==> src/rtl/register_file_pkg.sv <==
// register_file_pkg: clear-engine state type and address-width helper for register_file_mp
package register_file_pkg;
  typedef enum logic [1:0] {IDLE, CLEAR, DONE} clr_state_t;
  function automatic int addr_width(int depth);
    return depth <= 2 ? 1 : $clog2(depth);
  endfunction
endpackage

==> src/rtl/regfile_read_port.sv <==
// regfile_read_port: one registered read port; forwards same-edge write data when REGFILE_BYPASS_EN is defined
module regfile_read_port #(
  parameter int WIDTH = 8,
  parameter int DEPTH = 6,
  parameter int AW    = 3
)(
  input  logic             clk,
  input  logic             rst,
  input  logic             re,
  input  logic [AW-1:0]    raddr,
  input  logic [WIDTH-1:0] regs [DEPTH],
`ifdef REGFILE_BYPASS_EN
  input  logic             wr_ok,
  input  logic [AW-1:0]    waddr,
  input  logic [WIDTH-1:0] wdata,
`endif
  output logic [WIDTH-1:0] rdata,
  output logic             rvalid
);
  logic [WIDTH-1:0] rd_val;
`ifdef REGFILE_BYPASS_EN
  assign rd_val = int'(raddr) >= DEPTH ? '0 : (wr_ok && waddr == raddr) ? wdata : regs[raddr];
`else
  assign rd_val = int'(raddr) >= DEPTH ? '0 : regs[raddr];
`endif
  // capture read data on enable; data holds while the port is idle
  always_ff @(posedge clk or posedge rst)
    if (rst) begin
      rdata  <= '0;
      rvalid <= 1'b0;
    end else begin
      rvalid <= re;
      if (re) rdata <= rd_val;
    end
endmodule

==> src/rtl/register_file_mp.sv <==
// register_file_mp: multi-read-port register file with dirty flags and clear engine; REGFILE_BYPASS_EN enables write-to-read forwarding
module register_file_mp
  import register_file_pkg::*;
#(
  parameter  int WIDTH    = 8,
  parameter  int DEPTH    = 6,
  parameter  int NREAD    = 2,
  parameter  int TAP0     = 1,
  parameter  int TAP1     = 2,
  parameter  int ZERO_REG = 0,
  localparam int AW       = addr_width(DEPTH)
)(
  input  logic                   clk,
  input  logic                   rst,
  input  logic                   we,
  input  logic [AW-1:0]          waddr,
  input  logic [WIDTH-1:0]       wdata,
  input  logic [NREAD-1:0]       re,
  input  logic [NREAD*AW-1:0]    raddr,
  output logic [NREAD*WIDTH-1:0] rdata,
  output logic [NREAD-1:0]       rvalid,
  input  logic                   clr_req,
  output logic                   busy,
  output logic                   clr_done,
  output logic                   wr_err,
  output logic [DEPTH-1:0]       dirty,
  output logic [WIDTH-1:0]       tap0,
  output logic [WIDTH-1:0]       tap1
);
  logic [WIDTH-1:0] regs [DEPTH];
  clr_state_t       state, state_nx;
  logic [AW-1:0]    cnt;
  logic             wr_ok;
  assign busy     = state == CLEAR;
  assign clr_done = state == DONE;
  assign wr_ok    = we && !busy && int'(waddr) < DEPTH && !(ZERO_REG != 0 && waddr == '0);
  assign tap0     = regs[TAP0];
  assign tap1     = regs[TAP1];
  // clear engine state register
  always_ff @(posedge clk or posedge rst)
    if (rst) state <= IDLE;
    else     state <= state_nx;
  // clear engine sequencing: one row per cycle, then a single DONE cycle
  always_comb begin
    state_nx = IDLE;
    state_nx = state == IDLE  ? (clr_req ? CLEAR : IDLE) :
               state == CLEAR ? (int'(cnt) == DEPTH - 1 ? DONE : CLEAR) : IDLE;
  end
  // storage, dirty flags, clear row counter and dropped-write flag; clearing owns the array while busy
  always_ff @(posedge clk or posedge rst)
    if (rst) begin
      for (int n = 0; n < DEPTH; n++) regs[n] <= '0;
      dirty  <= '0;
      cnt    <= '0;
      wr_err <= 1'b0;
    end else begin
      wr_err <= we && (busy || int'(waddr) >= DEPTH);
      cnt    <= busy ? cnt + 1'b1 : '0;
      if (busy) begin
        regs[cnt]  <= '0;
        dirty[cnt] <= 1'b0;
      end else if (wr_ok) begin
        regs[waddr]  <= wdata;
        dirty[waddr] <= 1'b1;
      end
    end
  for (genvar i = 0; i < NREAD; i++) begin : g_rd
    regfile_read_port #(.WIDTH(WIDTH), .DEPTH(DEPTH), .AW(AW)) u_port (
      .clk    (clk),
      .rst    (rst),
      .re     (re[i]),
      .raddr  (raddr[i*AW +: AW]),
      .regs   (regs),
`ifdef REGFILE_BYPASS_EN
      .wr_ok  (wr_ok),
      .waddr  (waddr),
      .wdata  (wdata),
`endif
      .rdata  (rdata[i*WIDTH +: WIDTH]),
      .rvalid (rvalid[i])
    );
  end
endmodule
==> config.mk <==
export PLATFORM = sky130hd
export DESIGN_NAME = register_file_mp
export DESIGN_NICKNAME = d
export VERILOG_FILES = /design/src/rtl/register_file_pkg.sv /design/src/rtl/regfile_read_port.sv /design/src/rtl/register_file_mp.sv
export SDC_FILE = /design/constraint.sdc
export NUM_CORES = 1
export LEC_CHECK = 0
export ABC_CLOCK_PERIOD_IN_PS = 2900
export CAP_MARGIN = 40
export CORE_UTILIZATION = 54
export CTS_CLUSTER_SIZE = 12
export DETAILED_ROUTE_END_ITERATION = 8
export PLACE_DENSITY_LB_ADDON = 0.05
export SLEW_MARGIN = 20
export SYNTH_ARGS = -nofsm -noshare
export SYNTH_HDL_FRONTEND = slang
export SYNTH_SLANG_ARGS = --single-unit
==> constraint.sdc <==
create_clock -name clk -period 2.9 [get_ports clk]
set_input_delay 0.58 -clock clk [delete_from_list [all_inputs] [get_ports clk]]
set_output_delay 0.58 -clock clk [all_outputs]
set_load 0.05 [all_outputs]
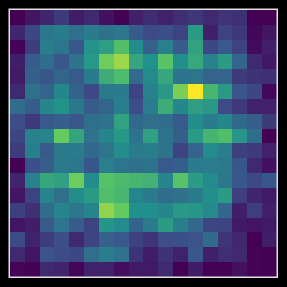
**Above:** signal metal coverage by tile.
Scale: 3 px per um. The die is cut into 18 by 18 equal tiles; dark purple is low, yellow is high, scaled to the fullest tile. Values are wire area over tile area, all layers added.
emptiest ninth of the die: lower right
mean over tiles: 0.20
tiles over half the peak: 16%
nearly empty tiles: 5.9%
fullest tile: 0.64
total length of routed wires: 9.84 mm
total number of vias: 2,970

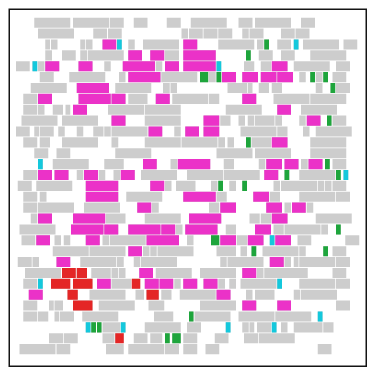
**Above:** selected gate families.
Scale: 4 px per um.
| family | color | cells |
|---|---|---|
| inv cells | cyan | 14 |
| and/or cells | red | 9 |
| nor cells | green | 23 |
| mux cells | magenta | 80 |
most frequently placed logic cell in the final layout: dfrtp_1
fraction of area in multi-input gates: 37.2%
number of standard cells in the final layout excluding fillers: 493

==> job_summary.md <==
### Metrics collected by this job

| Metric | Value |
|---|---|
| Outcome | complete, no violations |
| DIE WIDTH | 88.9 um |
| Count of different cell masters after synthesis | 32 |
| Plain + repair buffers | 70 |
| Final TNS setup | 0 ns |
| Sequential cell power | 1.72 mW |
| Setup crit start kind | register |
| Capturing element type of the critical path | primary output |
| Count of mapped cells out of synthesis | 353 |
| Root buf cell | clkbuf_8 |
| Top_reg_cell synth | dfrtp_1 |
| Synthesized flop and latch total | 78 |
| Wire length on met3 | 718 um |
| Switching power total | 1.94 mW |
| Crit Reg-Reg Startpoint | cnt[1] |
| Switching Share | 42.8% |
| RSZ-0062 raised after global routing | no |
| Critical register-to-register path endpoint | regs[9] |
| Largest register by flop count | regs |
| Final global-route overflow total | 0 |
| Top area contributor share | 47.9% |
| Largest regs | regs: 32 flops, g_rd.u_port.rdata: 16 flops |
| Multiplexer share of the synthesized area | 25.1% |
| Synthesized-area fraction occupied by ao, oa, aoi and oai cells | 11.9% |
| Starting density of the core | 56.2% |
| Sequential share of the synthesized area | 47.9% |
| Setup-failing EPs final | 0 |
| Number of global-route vias before repair | 2,865 |
| Insertion delay at the late pin of the worst-skew pair | 0.35 ns |
| Ports | 66 |
| Number of buffers added to fix hold violations after cts | 0 |
| Top cell type by total area after synthesis | dfrtp_1 |
| Max FO, Critical Path | 8 |
| Final tally of max-slew violations | 0 |
| Worst Setup Slack post-DPL | 0.489 ns |
| Number of warnings in the stage logs | 27 |
| Die Size | 7900 um2 |
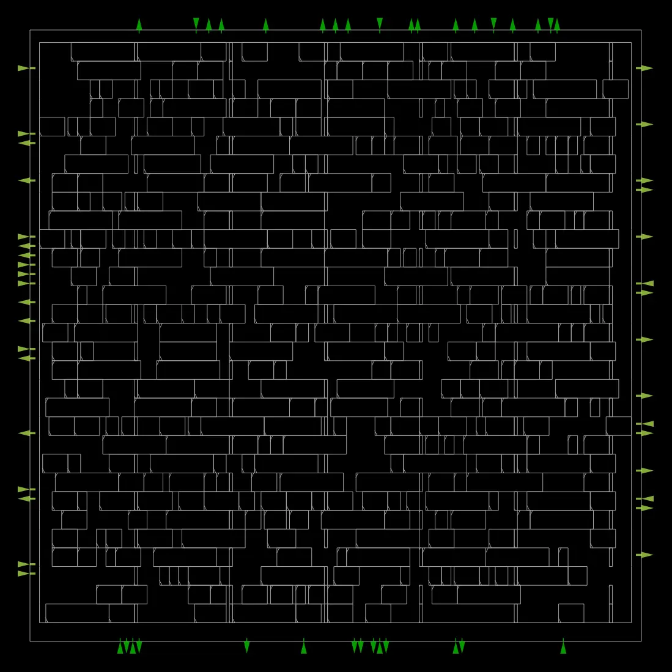
**Above:** placement view.
num sequential: 78
number of filler instances in the final layout: 566
Std-Cell Rows: 31
post-layout utilization of the core: 66.6%

## metrics by stage
step	cells	hold slack [ns]	total power, mW	cell area [um2]	util, %
final	493	0.506	4.53	4830	66.6
after floorplan	353	0.457	3.15	4070	-
after CTS	493	0.501	4.54	4830	66.6
after detailed placement	477	0.496	3.70	4630	63.8
after global routing	493	0.527	4.78	4830	66.6
after global placement	477	0.483	3.65	4630	63.8
## worst max path at each step
stage,startpoint,end,slack [ns],depth (start not counted)
detailed placement,raddr[0],g_rd[0].u_port.rdata[6],0.49,5
global route,state[0],busy,0.35,3
floorplan,rst,cnt[0],0.32,1
finish,state[1],busy,0.43,3
global placement,raddr[0],g_rd[0].u_port.rdata[5],0.50,5
CTS,state[1],busy,0.42,3
Power figures rest on the tool's default switching activity, not on a simulated workload.
